==> src/rtl/vga_pattern_gen.sv <==
// VGA test-pattern generator: takes raw counters and syncs from the timing
// stage, renders one of four patterns (colour bars, grid, bouncing box, solid
// grey) and emits RGB plus delayed syncs on a two-stage pipeline.
// Mode changes and box movement are committed only on the frame-start pulse,
// so each frame is drawn with a single, consistent mode and box position.
module vga_pattern_gen #(
    parameter int BOX_SIZE = 32,
    parameter int BOX_STEP = 2
) (
    input  logic       clk_25,
    input  logic       reset,
    input  logic [9:0] h_count,
    input  logic [9:0] v_count,
    input  logic       bright,
    input  logic       h_sync_in,
    input  logic       v_sync_in,
    input  logic       mode_next,
    output logic [3:0] red,
    output logic [3:0] green,
    output logic [3:0] blue,
    output logic       h_sync,
    output logic       v_sync,
    output logic       frame_tick
);

    typedef enum logic [1:0] {
        MODE_BARS  = 2'd0,
        MODE_GRID  = 2'd1,
        MODE_BOX   = 2'd2,
        MODE_SOLID = 2'd3
    } mode_t;

    localparam logic [9:0]  H_START = 10'd160;
    localparam logic [9:0]  V_START = 10'd41;
    localparam logic [9:0]  X_LIMIT = 10'(640 - BOX_SIZE);
    localparam logic [9:0]  Y_LIMIT = 10'(480 - BOX_SIZE);
    localparam logic [9:0]  STEP    = 10'(BOX_STEP);
    localparam logic [10:0] SIZE    = 11'(BOX_SIZE);

    // Advance one box axis by STEP; reaching or passing a limit clamps to
    // that limit and flips the direction in the same update.
    // Result is {new_dir, new_pos}; dir 1 means increasing.
    function automatic logic [10:0] step_axis(input logic [9:0] pos,
                                              input logic       dir,
                                              input logic [9:0] lim);
        logic [10:0] res;
        if (dir) begin
            if (({1'b0, pos} + {1'b0, STEP}) >= {1'b0, lim}) begin
                res = {1'b0, lim};
            end else begin
                res = {1'b1, pos + STEP};
            end
        end else begin
            if (pos <= STEP) begin
                res = {1'b1, 10'd0};
            end else begin
                res = {1'b0, pos - STEP};
            end
        end
        return res;
    endfunction

    // Colour of the eight 80-pixel vertical bars.
    function automatic logic [11:0] bar_colour(input logic [9:0] x);
        logic [11:0] c;
        if (x < 10'd80) begin
            c = 12'hFFF;
        end else if (x < 10'd160) begin
            c = 12'hFF0;
        end else if (x < 10'd240) begin
            c = 12'h0FF;
        end else if (x < 10'd320) begin
            c = 12'h0F0;
        end else if (x < 10'd400) begin
            c = 12'hF0F;
        end else if (x < 10'd480) begin
            c = 12'hF00;
        end else if (x < 10'd560) begin
            c = 12'h00F;
        end else begin
            c = 12'h000;
        end
        return c;
    endfunction

    // Stage 1 registers
    logic [9:0]  x_q, y_q;
    logic        bright_q, hs1_q, vs1_q;
    // Stage 2 registers
    logic [11:0] rgb_q;
    logic        hs2_q, vs2_q;
    // Frame state
    logic        frame_tick_q;
    mode_t       mode_q, mode_d;
    logic        pending_q, pending_d;
    logic [9:0]  bx_q, bx_d, by_q, by_d;
    logic        dx_q, dx_d, dy_q, dy_d;
    logic [11:0] rgb_s;
    logic        in_box_s;

    // Stage 1: capture timing inputs and translate counters to active-area x/y.
    always_ff @(posedge clk_25 or posedge reset) begin
        if (reset) begin
            x_q      <= 10'd0;
            y_q      <= 10'd0;
            bright_q <= 1'b0;
            hs1_q    <= 1'b1;
            vs1_q    <= 1'b1;
        end else begin
            x_q      <= h_count - H_START;
            y_q      <= v_count - V_START;
            bright_q <= bright;
            hs1_q    <= h_sync_in;
            vs1_q    <= v_sync_in;
        end
    end

    // Frame-start pulse: one cycle after counter origin is sampled.
    always_ff @(posedge clk_25 or posedge reset) begin
        if (reset) begin
            frame_tick_q <= 1'b0;
        end else begin
            frame_tick_q <= (h_count == 10'd0) && (v_count == 10'd0);
        end
    end

    // Mode FSM and box state register.
    always_ff @(posedge clk_25 or posedge reset) begin
        if (reset) begin
            mode_q    <= MODE_BARS;
            pending_q <= 1'b0;
            bx_q      <= 10'd0;
            by_q      <= 10'd0;
            dx_q      <= 1'b1;
            dy_q      <= 1'b1;
        end else begin
            mode_q    <= mode_d;
            pending_q <= pending_d;
            bx_q      <= bx_d;
            by_q      <= by_d;
            dx_q      <= dx_d;
            dy_q      <= dy_d;
        end
    end

    // Next-state: requests are latched and committed only at frame start;
    // a request arriving on the tick itself is honoured on that tick.
    always_comb begin
        mode_d    = mode_q;
        pending_d = pending_q;
        bx_d      = bx_q;
        by_d      = by_q;
        dx_d      = dx_q;
        dy_d      = dy_q;
        if (frame_tick_q) begin
            pending_d    = 1'b0;
            {dx_d, bx_d} = step_axis(bx_q, dx_q, X_LIMIT);
            {dy_d, by_d} = step_axis(by_q, dy_q, Y_LIMIT);
            if (pending_q || mode_next) begin
                case (mode_q)
                    MODE_BARS:  mode_d = MODE_GRID;
                    MODE_GRID:  mode_d = MODE_BOX;
                    MODE_BOX:   mode_d = MODE_SOLID;
                    MODE_SOLID: mode_d = MODE_BARS;
                    default:    mode_d = MODE_BARS;
                endcase
            end else begin
                mode_d = mode_q;
            end
        end else if (mode_next) begin
            pending_d = 1'b1;
        end else begin
            pending_d = pending_q;
        end
    end

    // Output decode: pixel colour for the current mode, blanked outside the active area.
    always_comb begin
        rgb_s    = 12'h000;
        in_box_s = ({1'b0, x_q} >= {1'b0, bx_q}) && ({1'b0, x_q} < ({1'b0, bx_q} + SIZE)) &&
                   ({1'b0, y_q} >= {1'b0, by_q}) && ({1'b0, y_q} < ({1'b0, by_q} + SIZE));
        if (bright_q) begin
            case (mode_q)
                MODE_BARS: rgb_s = bar_colour(x_q);
                MODE_GRID: begin
                    if ((x_q[4:0] == 5'd0) || (y_q[4:0] == 5'd0) ||
                        (x_q == 10'd639) || (y_q == 10'd479)) begin
                        rgb_s = 12'hFFF;
                    end else begin
                        rgb_s = 12'h000;
                    end
                end
                MODE_BOX: begin
                    if (in_box_s) begin
                        rgb_s = 12'hFFF;
                    end else begin
                        rgb_s = 12'h008;
                    end
                end
                MODE_SOLID: rgb_s = 12'h888;
                default:    rgb_s = 12'h000;
            endcase
        end else begin
            rgb_s = 12'h000;
        end
    end

    // Stage 2: register colour and syncs so all outputs share the same latency.
    always_ff @(posedge clk_25 or posedge reset) begin
        if (reset) begin
            rgb_q <= 12'h000;
            hs2_q <= 1'b1;
            vs2_q <= 1'b1;
        end else begin
            rgb_q <= rgb_s;
            hs2_q <= hs1_q;
            vs2_q <= vs1_q;
        end
    end

    assign red        = rgb_q[11:8];
    assign green      = rgb_q[7:4];
    assign blue       = rgb_q[3:0];
    assign h_sync     = hs2_q;
    assign v_sync     = vs2_q;
    assign frame_tick = frame_tick_q;

endmodule

==> config.mk <==
export PLATFORM = sky130hd
export DESIGN_NAME = vga_pattern_gen
export DESIGN_NICKNAME = d
export VERILOG_FILES = /design/src/rtl/vga_pattern_gen.sv
export SDC_FILE = /design/constraint.sdc
export NUM_CORES = 1
export LEC_CHECK = 0
export CORE_ASPECT_RATIO = 0.5
export CORE_UTILIZATION = 50
export DETAILED_ROUTE_END_ITERATION = 8
export PLACE_DENSITY = 0.69
export SLEW_MARGIN = 20
export SYNTH_ARGS = -nofsm -noshare
export SYNTH_HDL_FRONTEND = slang
export SYNTH_SLANG_ARGS = --single-unit
==> constraint.sdc <==
create_clock -name clk_25 -period 5.4 [get_ports clk_25]
set_input_delay 1.08 -clock clk_25 [delete_from_list [all_inputs] [get_ports clk_25]]
set_output_delay 1.08 -clock clk_25 [all_outputs]
set_load 0.1 [all_outputs]
==> results.txt <==
Implementation numbers.

- The worst-margin pin slew is 0.971 ns.
- In the synthesized netlist, the cells that appear most often are 49 x dfrtp_1, 45 x ha_1, 35 x nor2_1.
- The TritonCTS clock tree is yes.
- The final antenna diode tally reported by the flow is 0.
- The most used flip-flop cell after synthesis is dfrtp_1.
- After Yosys synthesis, and, or, nand and nor cells account for 19.0% of the synthesized area.
- In this run the count of I/O pins placed on the die edge is 41.
- Max-cap violations in this run came to 0.
- The area of the core is 7650 um^2.
- The largest stage delay on the critical path is 1.20 ns.
- The share of the synthesized netlist area taken by xor and xnor gates is 4.46%.
- The violation tally recorded at the end of detailed-routing iteration 0 is 281.
- The area overhead of the layout relative to synthesis is 12.8%.
- The cell count after synthesis is 456.
- The sort of element at the start of the critical path is a flip-flop.
- The number of global-route vias before repair was 3132.
- The number of flip-flops and latches in the synthesized netlist is 55.
- The combined buffer and inverter count along the critical path is 2.
- The biggest area consumer among cell classes is multi-input combinational cells.
- Internal power comes to 0.000705 W.
- The flow ran to the end, and the final reports show no timing, DRC or antenna violations.
- The detailed placer reported the number of placed instances as 580.
- The share of total power in sequential cells is 46.6%.
- The gate family responsible for the most delay along the worst path is buffers and inverters.
- Max fanout on the critical path was recorded as 34.
- The final RePlAce weighted congestion is 0.887.
- The fraction of area in clock buffers and inverters is 3.58%.
- OpenROAD emitted warnings numbering 38.
- Hold is met by 0.358 ns.
- The fraction of final layout cells with drive strength greater than 1 is 6.88%.
- In the finished design the tool counted flip-flops and latches totalling 55.
- The script logs the mean routed wire length per placed instance as 15.1 um.
- The fraction of the mapped netlist area in compound gates is 20.6%.
- Once the floorplan was initialized, standard cells occupied 53.8% of the core.
- In the finished layout, the clock tree contains a buffer count of 6.
- The tapcell count is 108.
- The critical path's slowest stage uses the library cell clkdlybuf4s50_1.
- The cell area after layout is 4650 um^2.
- The number of nets in the finished design is 550.
- The power consumption is 0.000963 W.
- In this run, power in combinational logic comes to 0.000133 W.
- CTS added clock buffers totalling 5.
- The setup TNS is 0 ns.
- The routed length on met2 is 3650 um.
- 339 cells are multi-input combinational gates.
- Entering global routing, the biggest net connects 56 pins.
- The net switching fraction of the power is 26.8%.
- For this run, global-route usage on met1 was measured as 33.6%.
- Once routing completed, OpenROAD measured the worst setup slack at 2.18 ns.
- Setup repair after global routing left no endpoint under its margin.
- By area the synthesized netlist is led by dfrtp_1 30%, ha_1 14%, a21oi_1 3.9%.
- The final max-slew violation count recorded for this run is 0.
- Yosys shows that the main logic family after synthesis is AND-OR/OR-AND gates.
- The iteration count recorded for the first detailed-route pass is 4.
- The final hold violation count is 0.
- For this run, the chip area from Yosys synthesis comes to 4120 um^2.
- The most critical setup path has its endpoint at frame_tick.
- The end-of-flow timing check tallies setup violations at 0.
- The number of antenna violations at the first check in global routing is 0.
- The final timing summary puts the cycle share of the worst path at 59.7%.
Figure 1. Where the registers sit.
Scale bar: 50 um. Other sequential cells in the stronger gray, the rest of the logic in the fainter gray.
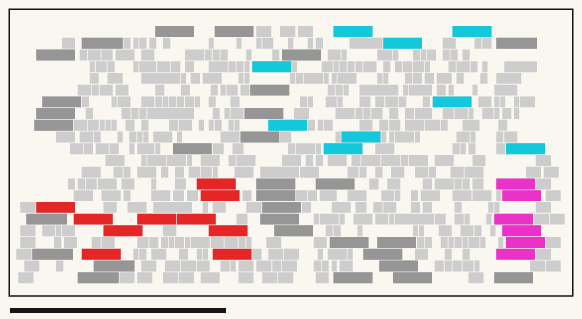
Key: `rgb_q` = magenta [flops 6, where lower right]; `bx_q` = cyan [flops 9]; `y_q` = red [flops 10]
register share of the cell area: 29.8%
Seq power: 0.000449 W
total area of sequential cells: 1380 um^2
final cell utilization of the core: 60.7%

Figure 2. Selected gate families.
Scale bar: 50 um.
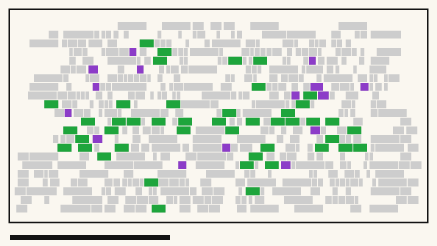
Key: fa/ha/maj cells = green [cells 45]; and/or cells = purple [cells 15]
share of the final layout cell area in multi-input gates: 51.9%
Cell Count, Final, Fillers Out: 588

Figure 3. Routing congestion.
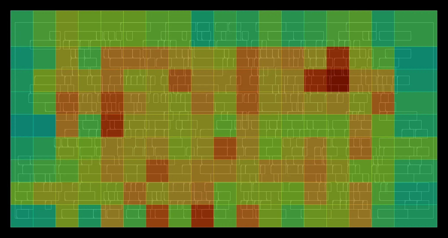
overall routing resource usage: 23.3%
met2 Use GR: 34.6%
global routing met3 resource utilization: 6.47%

Figure 4. A small window of the routed layout.
Scale bar: 5 um. Region (55, 36) to (75, 56) um. Cells in gray, sequential cells in the stronger gray; small squares are vias.
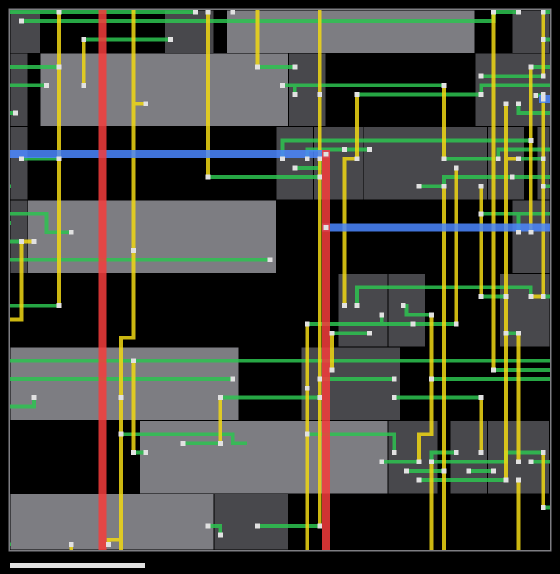
Key: metal 1 = green; metal 2 = yellow; metal 3 = blue; metal 4 = red
Netlist names of flops here include `bx_q` (2), `by_q` (2). Most frequent: dfrtp_1 (6). Sequential cells in the window: 6. 23 logic cells have their middle in the window.

Figure 5. Wiring by layer.
Scale bar: 50 um.
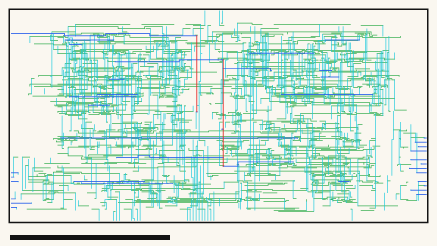
Key: metal 4 = red [wire length 57.1 um]; metal 3 = blue [wire length 479 um]; metal 1 = green [wire length 4680 um]; metal 2 = cyan [wire length 3650 um]
total routed wirelength: 8860 um
vias after detailed routing: 3310

No activity file was given, so power comes from the tool's default toggle rates.
